**src/rtl/eq_gain_loader.sv**
```systemverilog
// Byte-stream to equalizer gain-RAM writer: NUM_GAINS 16-bit gains, LSB byte first; optional EQ_LOAD_TIMEOUT_EN.
// Latency: eq_wr 1 cycle after the MSB byte is taken; load_done 3 cycles after the last eq_wr.
// Backpressure: byte_rdy only in LSB/MSB; a byte offered while busy and not ready is dropped and flags load_err.
module eq_gain_loader #(
  parameter int NUM_GAINS      = 4,
  parameter int TIMEOUT_CYCLES = 4096
) (
  input  logic       clk,
  input  logic       reset_n,
  input  logic       load_start,
  input  logic       byte_en,
  input  logic [7:0] cpu_byte,
  output logic       byte_rdy,
  output logic       eq_wr_rst,
  output logic       eq_wr,
  output logic [7:0] eq_gain_lsb,
  output logic [7:0] eq_gain_msb,
  input  logic       wr_addr_zero,
  output logic       busy,
  output logic       load_done,
  output logic       load_err,
  output logic [4:0] gain_count
);

  typedef enum logic [2:0] {IDLE, RST, LSB, MSB, WRITE, HOLD, CHECK, DONE} state_t;

  // A full 16-gain load wraps the 4-bit RAM address back to zero.
  localparam logic       ADDR_ZERO_EXP = (NUM_GAINS == 16);
  localparam logic [4:0] GAINS         = 5'(NUM_GAINS);

  if (NUM_GAINS < 1 || NUM_GAINS > 16 || TIMEOUT_CYCLES < 1) begin : g_bad_param
    $error("eq_gain_loader: parameter out of range");
  end

  state_t state, state_nxt;
  logic   in_byte_state;
  logic   accept;
  logic   overrun;
  logic   timeout;

  assign in_byte_state = (state == LSB) || (state == MSB);
  assign accept        = byte_en && !load_start && in_byte_state;
  assign overrun       = byte_en && !load_start && !in_byte_state && (state != IDLE);

`ifdef EQ_LOAD_TIMEOUT_EN
  localparam int TW = $clog2(TIMEOUT_CYCLES + 1);
  logic [TW-1:0] idle_cnt;

  always_ff @(posedge clk or negedge reset_n) begin
    if (!reset_n) begin
      idle_cnt <= '0;
    end else if (load_start || accept || !in_byte_state) begin
      idle_cnt <= '0;
    end else begin
      idle_cnt <= idle_cnt + TW'(1);
    end
  end

  assign timeout = in_byte_state && !accept && !load_start &&
                   (idle_cnt == TW'(TIMEOUT_CYCLES - 1));
`else
  assign timeout = 1'b0;
`endif

  always_ff @(posedge clk or negedge reset_n) begin
    if (!reset_n) begin
      state <= IDLE;
    end else begin
      state <= state_nxt;
    end
  end

  always_comb begin
    state_nxt = state;
    if (load_start) begin
      state_nxt = RST;
    end else if (timeout) begin
      state_nxt = DONE;
    end else begin
      case (state)
        IDLE:    state_nxt = IDLE;
        RST:     state_nxt = LSB;
        LSB:     if (byte_en) state_nxt = MSB;
        MSB:     if (byte_en) state_nxt = WRITE;
        WRITE:   state_nxt = HOLD;
        HOLD:    state_nxt = (gain_count == GAINS) ? CHECK : LSB;
        CHECK:   state_nxt = DONE;
        DONE:    state_nxt = IDLE;
        default: state_nxt = IDLE;
      endcase
    end
  end

  // Outputs are decoded from the next state so every one of them comes straight off a flop.
  always_ff @(posedge clk or negedge reset_n) begin
    if (!reset_n) begin
      byte_rdy    <= 1'b0;
      eq_wr_rst   <= 1'b0;
      eq_wr       <= 1'b0;
      eq_gain_lsb <= 8'h00;
      eq_gain_msb <= 8'h00;
      busy        <= 1'b0;
      load_done   <= 1'b0;
      load_err    <= 1'b0;
      gain_count  <= 5'd0;
    end else begin
      byte_rdy  <= (state_nxt == LSB) || (state_nxt == MSB);
      eq_wr_rst <= (state_nxt == RST);
      eq_wr     <= (state_nxt == WRITE);
      busy      <= (state_nxt != IDLE);
      load_done <= (state_nxt == DONE);
      if (accept && state == LSB) eq_gain_lsb <= cpu_byte;
      if (accept && state == MSB) eq_gain_msb <= cpu_byte;
      if (load_start) begin
        gain_count <= 5'd0;
        load_err   <= 1'b0;
      end else begin
        if (state_nxt == WRITE) gain_count <= gain_count + 5'd1;
        if (overrun || timeout || (state == CHECK && wr_addr_zero != ADDR_ZERO_EXP))
          load_err <= 1'b1;
      end
    end
  end

endmodule

```
**config.mk**
```make
export PLATFORM = sky130hd
export DESIGN_NAME = eq_gain_loader
export DESIGN_NICKNAME = d
export VERILOG_FILES = /design/src/rtl/eq_gain_loader.sv
export SDC_FILE = /design/constraint.sdc
export NUM_CORES = 1
export LEC_CHECK = 0
export ABC_AREA = 1
export CAP_MARGIN = 10
export CORE_MARGIN = 5
export CORE_UTILIZATION = 46
export DETAILED_ROUTE_END_ITERATION = 7
export GPL_ROUTABILITY_DRIVEN = 1
export HOLD_SLACK_MARGIN = 0.03
export PLACE_DENSITY = 0.79
export SKIP_LAST_GASP = 1
export SLEW_MARGIN = 5
export SYNTH_ARGS = -nofsm -noshare
export SYNTH_HDL_FRONTEND = slang
export SYNTH_SLANG_ARGS = --single-unit
```
**constraint.sdc**
```tcl
create_clock -name clk -period 1.4 [get_ports clk]
set_input_delay 0.14 -clock clk [delete_from_list [all_inputs] [get_ports clk]]
set_output_delay 0.14 -clock clk [all_outputs]
set_load 0.03 [all_outputs]
```
Logic cells by family:
Drawn at 6 px/um.
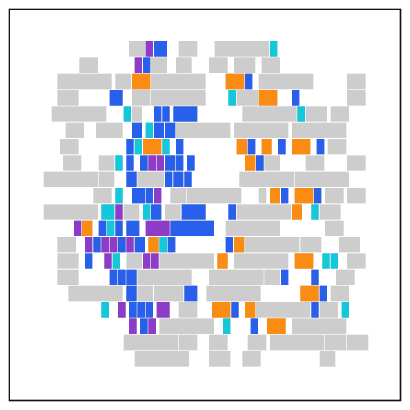
nor cells -> purple  # cells 19
nand cells -> blue  # cells 58
inv cells -> cyan  # cells 20
aoi and oai cells -> orange  # cells 20
Final Non-Filler Cells: 239
most frequent logic cell in the layout: nand2_1
logic share of the area: 28.41%

Clock wires, drivers and flops:
Drawn at 8 px/um.
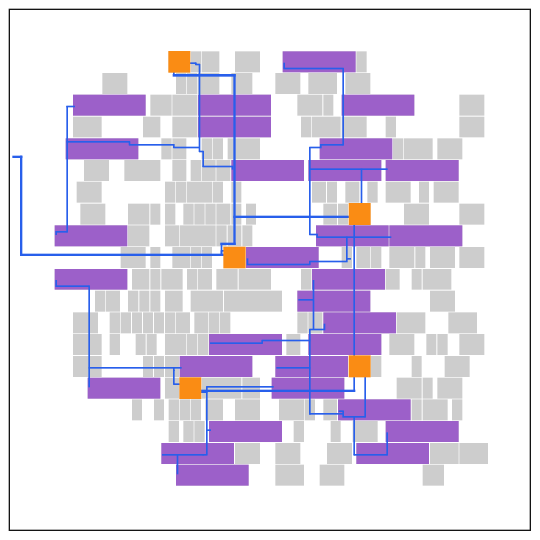
flip-flops -> purple  # count 30
clock drivers -> orange  # count 5
clock wires -> blue  # length 388 um
routed clock nets = 6
clock-net power: 0.536 mW
Worst Skew: 0.007035 ns
Clk network pwr share: 21.3%

[cell usage in the layout (no fill, tap or decap), types with 3 or more instances in the layout]
master | Yosys | routed
nor2_1 | 17 | 17
nand2_1 | 41 | 40
clkbuf_4 | 0 | 5
inv_1 | 19 | 19
o21ai_2 | 10 | 10
dfrtp_1 | 30 | 30
buf_4 | 0 | 8
clkdlybuf4s50_1 | 0 | 12
nand4_1 | 3 | 3
nand3_1 | 10 | 10
o21ai_0 | 8 | 8
dlygate4sd2_1 | 0 | 27
[logic make-up after synthesis]
logic type                 after synthesis
AOI/OAI and AO/OA                       21
xor gates and xnor gates                 1
adders and majority gates                2
buffers and inverters                   25
DFF                                     30
and+or+nand+nor                         77
==> Changelog: implementation <==
### Physical design

* YS chip area at approximately 1400 um2
* IO Port Bufs at 39
* Met3 routed WL at roughly 260 um
* Worst hold-check path type: input pin to async pin
* Post-DRT Antenna Nets at 0
* TritonCTS clock tree: yes
* Slowest-stage cell, CP: dfrtp_1
* Tmin final at 1.337 ns
* XOR Share, Synth at less than 1%
* Comb group at roughly 0.86 mW
* Vias in the first global route at between 1000 and 1500
* Yosys cell types at 21
* Seq Cell Count at 30
* DPL Wire Length at between 2000 and 2500 um
* And+or+nand+nor area frac at between 20% and 30%
* Die area at 4218 um2
* Tapcell count at 33
* Top-count cell post-synth: nand2_1
* TNS Setup at 0 ns
* Post-Synthesis Cells at ~160
* Max Slew Vio Count at 0
* Grt ovf at 0
* Met1 global-route usage at 19.11%
* Required time worst endpoint at between 1 and 1.5 ns
* DR vias/cell at 5.109
* Comb gates at between 100 and 150
* Worst Setup End Kind: primary output
* Final Core Density at between 60 and 70%
* Top sig layer: met4
* Area growth, synth to finish at 35.41%
* Worst Path Max Fanout at 5
* Setup Buffers After CTS at 0
* Crit. Startpoint: gain_count[4]
* Reg clk slew, reported paths at around 0.10 ns
* Flop pwr share at 44.7%
* # rows at 20
* Drt first pass iters at 4
* Worst r2r src: state[2]
* First-pass GRT wire length at between 5000 and 6000 um
* Cts hold-fix bufs at 0
* EDFF count, synth at 0
* Crit-path cells: dlygate4sd2_1
* Vias at around 1200
* Nets at between 200 and 250
* CP top delay family: flip-flops
* Status: completed
* Non-clock buffers at roughly 47
* Post-synth seq share at roughly 54%
* Reg2reg path depth at 6
* Chip height at 64.95 um
No activity file was given, so power comes from the tool's default toggle rates.
